[src/rtl/conv_enc_tx_if.sv]
// Handshake bundle for the rate-1/2 encoder: serial bit input stream and
// 2-bit code symbol output stream.
interface conv_enc_tx_if;
  logic       in_valid;
  logic       in_ready;
  logic       in_bit;
  logic       in_last;
  logic       out_valid;
  logic       out_ready;
  logic [1:0] out_sym;
  logic       out_last;

  modport master (
    output in_valid, in_bit, in_last, out_ready,
    input  in_ready, out_valid, out_sym, out_last
  );

  modport slave (
    input  in_valid, in_bit, in_last, out_ready,
    output in_ready, out_valid, out_sym, out_last
  );
endinterface

[src/rtl/conv_enc_tx.sv]
// Rate-1/2 convolutional encoder with per-frame zero-tail termination so
// the trellis always returns to state 0 for the decoder's traceback.
module conv_enc_tx #(
  parameter int           K  = 3,
  parameter logic [K-1:0] G0 = 3'b111,
  parameter logic [K-1:0] G1 = 3'b101
) (
  input  logic          clk,
  input  logic          rst,
  conv_enc_tx_if.slave  bus,
  output logic [1:0]    s_cur,
  output logic          busy
);

  localparam int TW = $clog2(K);
  localparam logic [TW-1:0] TLAST = TW'(K - 2);

  typedef enum logic [1:0] {
    IDLE = 2'b00,
    DATA = 2'b01,
    TAIL = 2'b10
  } state_t;

  state_t        state;
  logic [K-2:0]  sr;
  logic [TW-1:0] tcnt;
  logic          out_valid_q;
  logic [1:0]    out_sym_q;
  logic          out_last_q;

  logic          out_free;
  logic          in_fire;
  logic          tail_load;
  logic          b;
  logic [K-1:0]  v;
  logic [1:0]    sym;

  // The output register can take a new symbol when empty or draining this cycle.
  assign out_free  = !out_valid_q || bus.out_ready;
  assign in_fire   = bus.in_valid && bus.in_ready;
  assign tail_load = (state == TAIL) && out_free;
  assign b         = (state == TAIL) ? 1'b0 : bus.in_bit;
  assign v         = {b, sr};
  assign sym       = {^(v & G0), ^(v & G1)};

  assign bus.in_ready  = !rst && (state != TAIL) && out_free;
  assign bus.out_valid = out_valid_q;
  assign bus.out_sym   = out_sym_q;
  assign bus.out_last  = out_last_q;
  assign s_cur         = state;
  assign busy          = (state != IDLE) || out_valid_q;

  always_ff @(posedge clk) begin
    if (rst) begin
      state       <= IDLE;
      sr          <= '0;
      tcnt        <= '0;
      out_valid_q <= 1'b0;
      out_sym_q   <= 2'b00;
      out_last_q  <= 1'b0;
    end else begin
      if (in_fire || tail_load) begin
        out_sym_q   <= sym;
        out_valid_q <= 1'b1;
        out_last_q  <= tail_load && (tcnt == TLAST);
        // Shifting v right by one drops the oldest bit and keeps b as the newest.
        sr          <= v[K-1:1];
      end else if (bus.out_ready) begin
        out_valid_q <= 1'b0;
        out_last_q  <= 1'b0;
      end

      case (state)
        IDLE, DATA: begin
          if (in_fire) begin
            state <= bus.in_last ? TAIL : DATA;
          end
        end
        TAIL: begin
          if (out_free) begin
            if (tcnt == TLAST) begin
              tcnt  <= '0;
              state <= IDLE;
            end else begin
              tcnt <= tcnt + 1'b1;
            end
          end
        end
        default: state <= IDLE;
      endcase
    end
  end

endmodule
[src/flat_wrapper.sv]
// flat-port wrapper written by rule: the top's interface ports become plain ports
module conv_enc_tx_flat 
#(
  parameter int           K  = 3,
  parameter logic [K-1:0] G0 = 3'b111,
  parameter logic [K-1:0] G1 = 3'b101
)
  (clk, rst, s_cur, busy, bus_in_valid, bus_in_bit, bus_in_last, bus_out_ready, bus_in_ready, bus_out_valid, bus_out_sym, bus_out_last);
  conv_enc_tx_if bus_i ();
  input  logic clk;
  input  logic rst;
  output logic [1:0] s_cur;
  output logic busy;
  input wire logic [$bits(bus_i.in_valid)-1:0] bus_in_valid;
  input wire logic [$bits(bus_i.in_bit)-1:0] bus_in_bit;
  input wire logic [$bits(bus_i.in_last)-1:0] bus_in_last;
  input wire logic [$bits(bus_i.out_ready)-1:0] bus_out_ready;
  output wire logic [$bits(bus_i.in_ready)-1:0] bus_in_ready;
  output wire logic [$bits(bus_i.out_valid)-1:0] bus_out_valid;
  output wire logic [$bits(bus_i.out_sym)-1:0] bus_out_sym;
  output wire logic [$bits(bus_i.out_last)-1:0] bus_out_last;
  assign bus_i.in_valid = bus_in_valid;
  assign bus_i.in_bit = bus_in_bit;
  assign bus_i.in_last = bus_in_last;
  assign bus_i.out_ready = bus_out_ready;
  assign bus_in_ready = bus_i.in_ready;
  assign bus_out_valid = bus_i.out_valid;
  assign bus_out_sym = bus_i.out_sym;
  assign bus_out_last = bus_i.out_last;
  conv_enc_tx #(.K(K), .G0(G0), .G1(G1)) u_core (.clk(clk), .rst(rst), .bus(bus_i), .s_cur(s_cur), .busy(busy));
endmodule
[config.mk]
export PLATFORM = sky130hd
export DESIGN_NAME = conv_enc_tx_flat
export DESIGN_NICKNAME = d
export VERILOG_FILES = /design/src/rtl/conv_enc_tx_if.sv /design/src/rtl/conv_enc_tx.sv /design/src/flat_wrapper.sv
export SDC_FILE = /design/constraint.sdc
export NUM_CORES = 1
export LEC_CHECK = 0
export CAP_MARGIN = 25
export CORE_AREA = 5 5 42 44
export DETAILED_ROUTE_END_ITERATION = 8
export DIE_AREA = 0 0 47 49
export PLACE_DENSITY = 0.61
export SKIP_LAST_GASP = 1
export SYNTH_ARGS = -nofsm -noshare
export SYNTH_HDL_FRONTEND = slang
export SYNTH_SLANG_ARGS = --single-unit
[constraint.sdc]
create_clock -name clk -period 1.5 [get_ports clk]
set_input_delay 0.225 -clock clk [delete_from_list [all_inputs] [get_ports clk]]
set_output_delay 0.225 -clock clk [all_outputs]
set_load 0.1 [all_outputs]
==> impl_metrics.ini <==
; synthesis and place-and-route metrics
[outcome]
status = complete, no violations

[power]
comb_cell_power_mw = 0.346
fin_total_pwr_mw = 0.893
clk-power_mw = 0.242
switchingPower_mw = 0.323
powerSeq_mw = 0.305
powerDensity_nw_per_um2 = 1110
ir_drop_v = 0.000642
power_leader = combinational cells
p_clk_share_pct = 27.1
power.leakage_nw = 0.316
pwr-share-seq_pct = 34.2

[detailed_routing]
drc = 0
wl_per_cell_um = 12.0
vias_per_cell = 5.07
drt-total-wl_mm = 1.11
vias = 466
first_iter_violations = 5

[flow_run]
warning_count = 27
maxCapViolCount = 0

[worst_setup_path]
r2r_cells = 4
cp-endpoint = bus_in_ready
crit_type = in2out
crit_required_ns = 1.27
r2r_slack_ns = 0.36
reg2reg_to = u_core.bus.out_last$_SDFFE_PP0P_
cp-startpoint = rst
cpMaxStageDelayCell = clkdlybuf4s50_1
crit_chain = clkdlybuf4s50_1, buf_4, nor3_4, buf_12
regToRegStartpoint = u_core.s_cur[0]$_SDFFE_PP0P_
critPathLaunchType = input pin
cp-end-kind = primary output
cp_max_fo = 3

[clocking]
tritoncts = yes
cts.htree.levels = 1
hold_buffers = 0
clk_pin_slew_worst_paths_ns = 0.06
cts_buffer_depth = 2
cts_sinks = 10
cts_made_buffers = 3

[floorplan]
die-area_sq_um = 2300
row_count = 14
die.size.y_um = 49
die_w_um = 47
coreArea_sq_um = 1400
boundaryPins = 14

[synth]
yosys.area_share.xor_xnor_pct = 5.47
ys_top_logic_family = simple AND/OR/NAND/NOR gates
synth_warnings = 0
fp_nets = 61
yosys_cells = 55
synth.avg_cell_area_sq_um = 8.74
synth_cell_type_count = 26
compound_area_share_pct = 20.1
fa_ha_area_share_pct = 0
mux_share_pct = 0
yosys_area_sq_um = 480
simple_gate_share_pct = 30.5
syn_inst = 55
syn_area_sq_um = 480

[timing]
fmax_ghz = 0.690
rsz0062_at_grt = false
period_used_pct = 96.6
tightest_slew_ns = 0.332
slew-limit-headroom_pct = 77.8
min_period_ns = 1.45
clock_skew_ns = 0.00162
setup_violations = 0
finalMaxSlewViolations = 0
whs_ns = 0.418
hold_violations = 0

[final_layout]
utilization_pct = 57.4
drive_gt1_share_pct = 36.8
nets = 83

[global_routing]
grt_pass1_vias = 472
grt-ovfl-total = 0
grt_pass1_wl_mm = 1.95
grt_antenna_before_repair = 0
grtUsageTotal_pct = 11.7
grt_max_degree = 8

[place]
hpwl_um = 892
port_buffers = 13
place_congestion = 0.739
dpl-instance-area_sq_um = 763

[hold_path]
hold_class = in2reg
per-layer routing:
layer	routed length, um	global-route usage [%]
met1	482	14.0
met2	514	18.1
met3	82	2.58
met4	25	6.91
met5	0	0
cell usage in the layout (no fill, tap or decap), drive strengths merged:
cell           count
or2                1
dlygate4sd2        1
buf               14
and3               2
o21ai              5
a211oi             1
o21a               1
xnor2              2
dfxtp             10
nand3              1
nor4               1
nor2b              2
nand4b             1
and3b              1
nand4              1
or3                1
clkbuf             4
xor2               1
nand2b             2
nor2               4
nand2              5
a21oi              8
nor3               1
clkdlybuf4s50      4
and2b              2
registers in the layout (all words and copies together), names as in the netlist:
register and cells:
u_core.bus.out_valid 1, u_core.bus.out_sym 2, u_core.sr 2, u_core.s_cur 2, u_core.bus.out_last 1, u_core.tcnt 2
through the flow:
step	setup slack [ns]	setup TNS (ns)	cells
3_5_place_dp	-0.0323	-0.0783	88
4_1_cts	0.0439	0	92
2_1_floorplan	-0.308	-0.310	55
3_3_place_gp	-0.0182	-0.0344	88
6_report	0.0511	0	92
5_1_grt	0.0128	0	92
cell type report:
| class | count | area [sq um] | area share, % |
|---|---|---|---|
| clock buffer | 4 | 36.3 | 4.51 |
| multi-input combinational | 43 | 285 | 35.5 |
| sequential | 10 | 209 | 26.0 |
| tap | 16 | 20.0 | 2.49 |
| timing repair buffer | 19 | 254 | 31.6 |
cells in the mapped netlist (all sizes together):
library cell / instances / area share [%]
o21ai: 5 / 6.0
nor2b: 2 / 2.6
and3b: 1 / 1.8
a21oi: 8 / 8.3
and2b: 2 / 3.6
and3: 2 / 2.6
o21a: 1 / 3.1
nand3: 1 / 2.1
nand2: 5 / 3.9
nand4b: 1 / 1.8
xnor2: 2 / 3.6
buf: 1 / 1.6
nor4: 1 / 1.3
clkbuf: 1 / 0.78
nand4: 1 / 1.3
dfxtp: 10 / 42
nor2: 4 / 3.1
or3: 1 / 1.3
or2: 1 / 1.3
xor2: 1 / 1.8
nor3: 1 / 1.0
nand2b: 2 / 2.6
a211oi: 1 / 2.6
repair_timing:
| action | in CTS | in global routing |
|---|---|---|
| setup buffers | 1 | 0 |
| endpoints found under the setup margin | 2 | 0 |
| resized | 3 | 0 |
worst max-delay path: cells and delay by family:
kind          cells  cell delay (ns)
buf+inv           3             0.80
simple gates      1             0.20
worst min-delay path by stage:
stage | from | to | cells after the start
after floorplan | bus_in_valid | u_core.sr[1]$_SDFFE_PP0P_ | 2
after global placement | u_core.bus.out_sym[1]$_SDFFE_PP0P_ | u_core.bus.out_sym[1]$_SDFFE_PP0P_ | 2
after detailed placement | u_core.s_cur[1]$_SDFFE_PP0P_ | u_core.s_cur[0]$_SDFFE_PP0P_ | 1
after CTS | bus_out_ready | u_core.bus.out_last$_SDFFE_PP0P_ | 4
after global routing | bus_out_ready | u_core.bus.out_last$_SDFFE_PP0P_ | 4
final | bus_out_ready | u_core.bus.out_last$_SDFFE_PP0P_ | 4
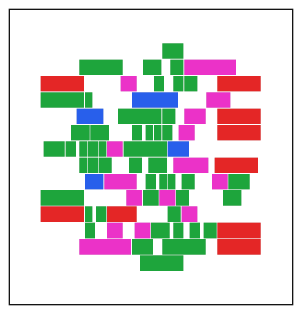
(images/sizes.png)
(6 px per um)
Red stands for _6 and larger, cells 9. Blue stands for _2 cells, cells 4. Magenta stands for _3 and _4 cells, cells 15. Green stands for _0 and _1 cells, cells 48.

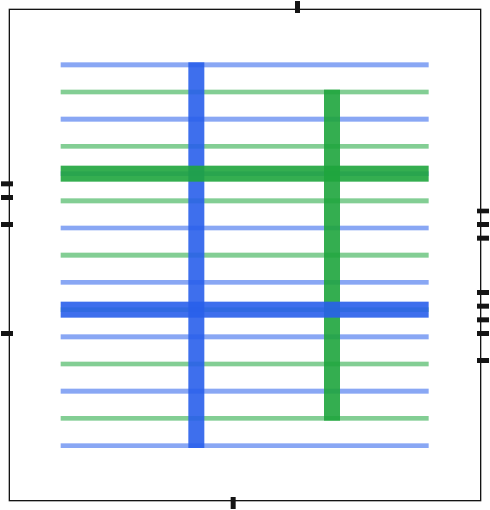
(images/power_grid.png)
(10 px per um) Pins as bars on the die edge.
Blue stands for VSS. Green stands for VDD.
The core has 14 rows. 15 met1 rails follow the rows. 2 straps on met4. 14 signal pins sit on the boundary.

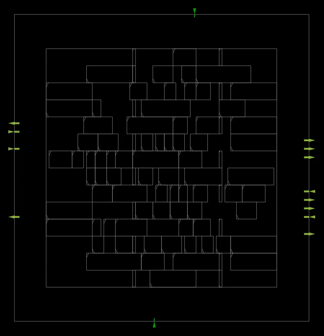
(images/placement.png)
final-layout fill cell count: 131
Flops: 10

Power is estimated from default activity; no workload was simulated.
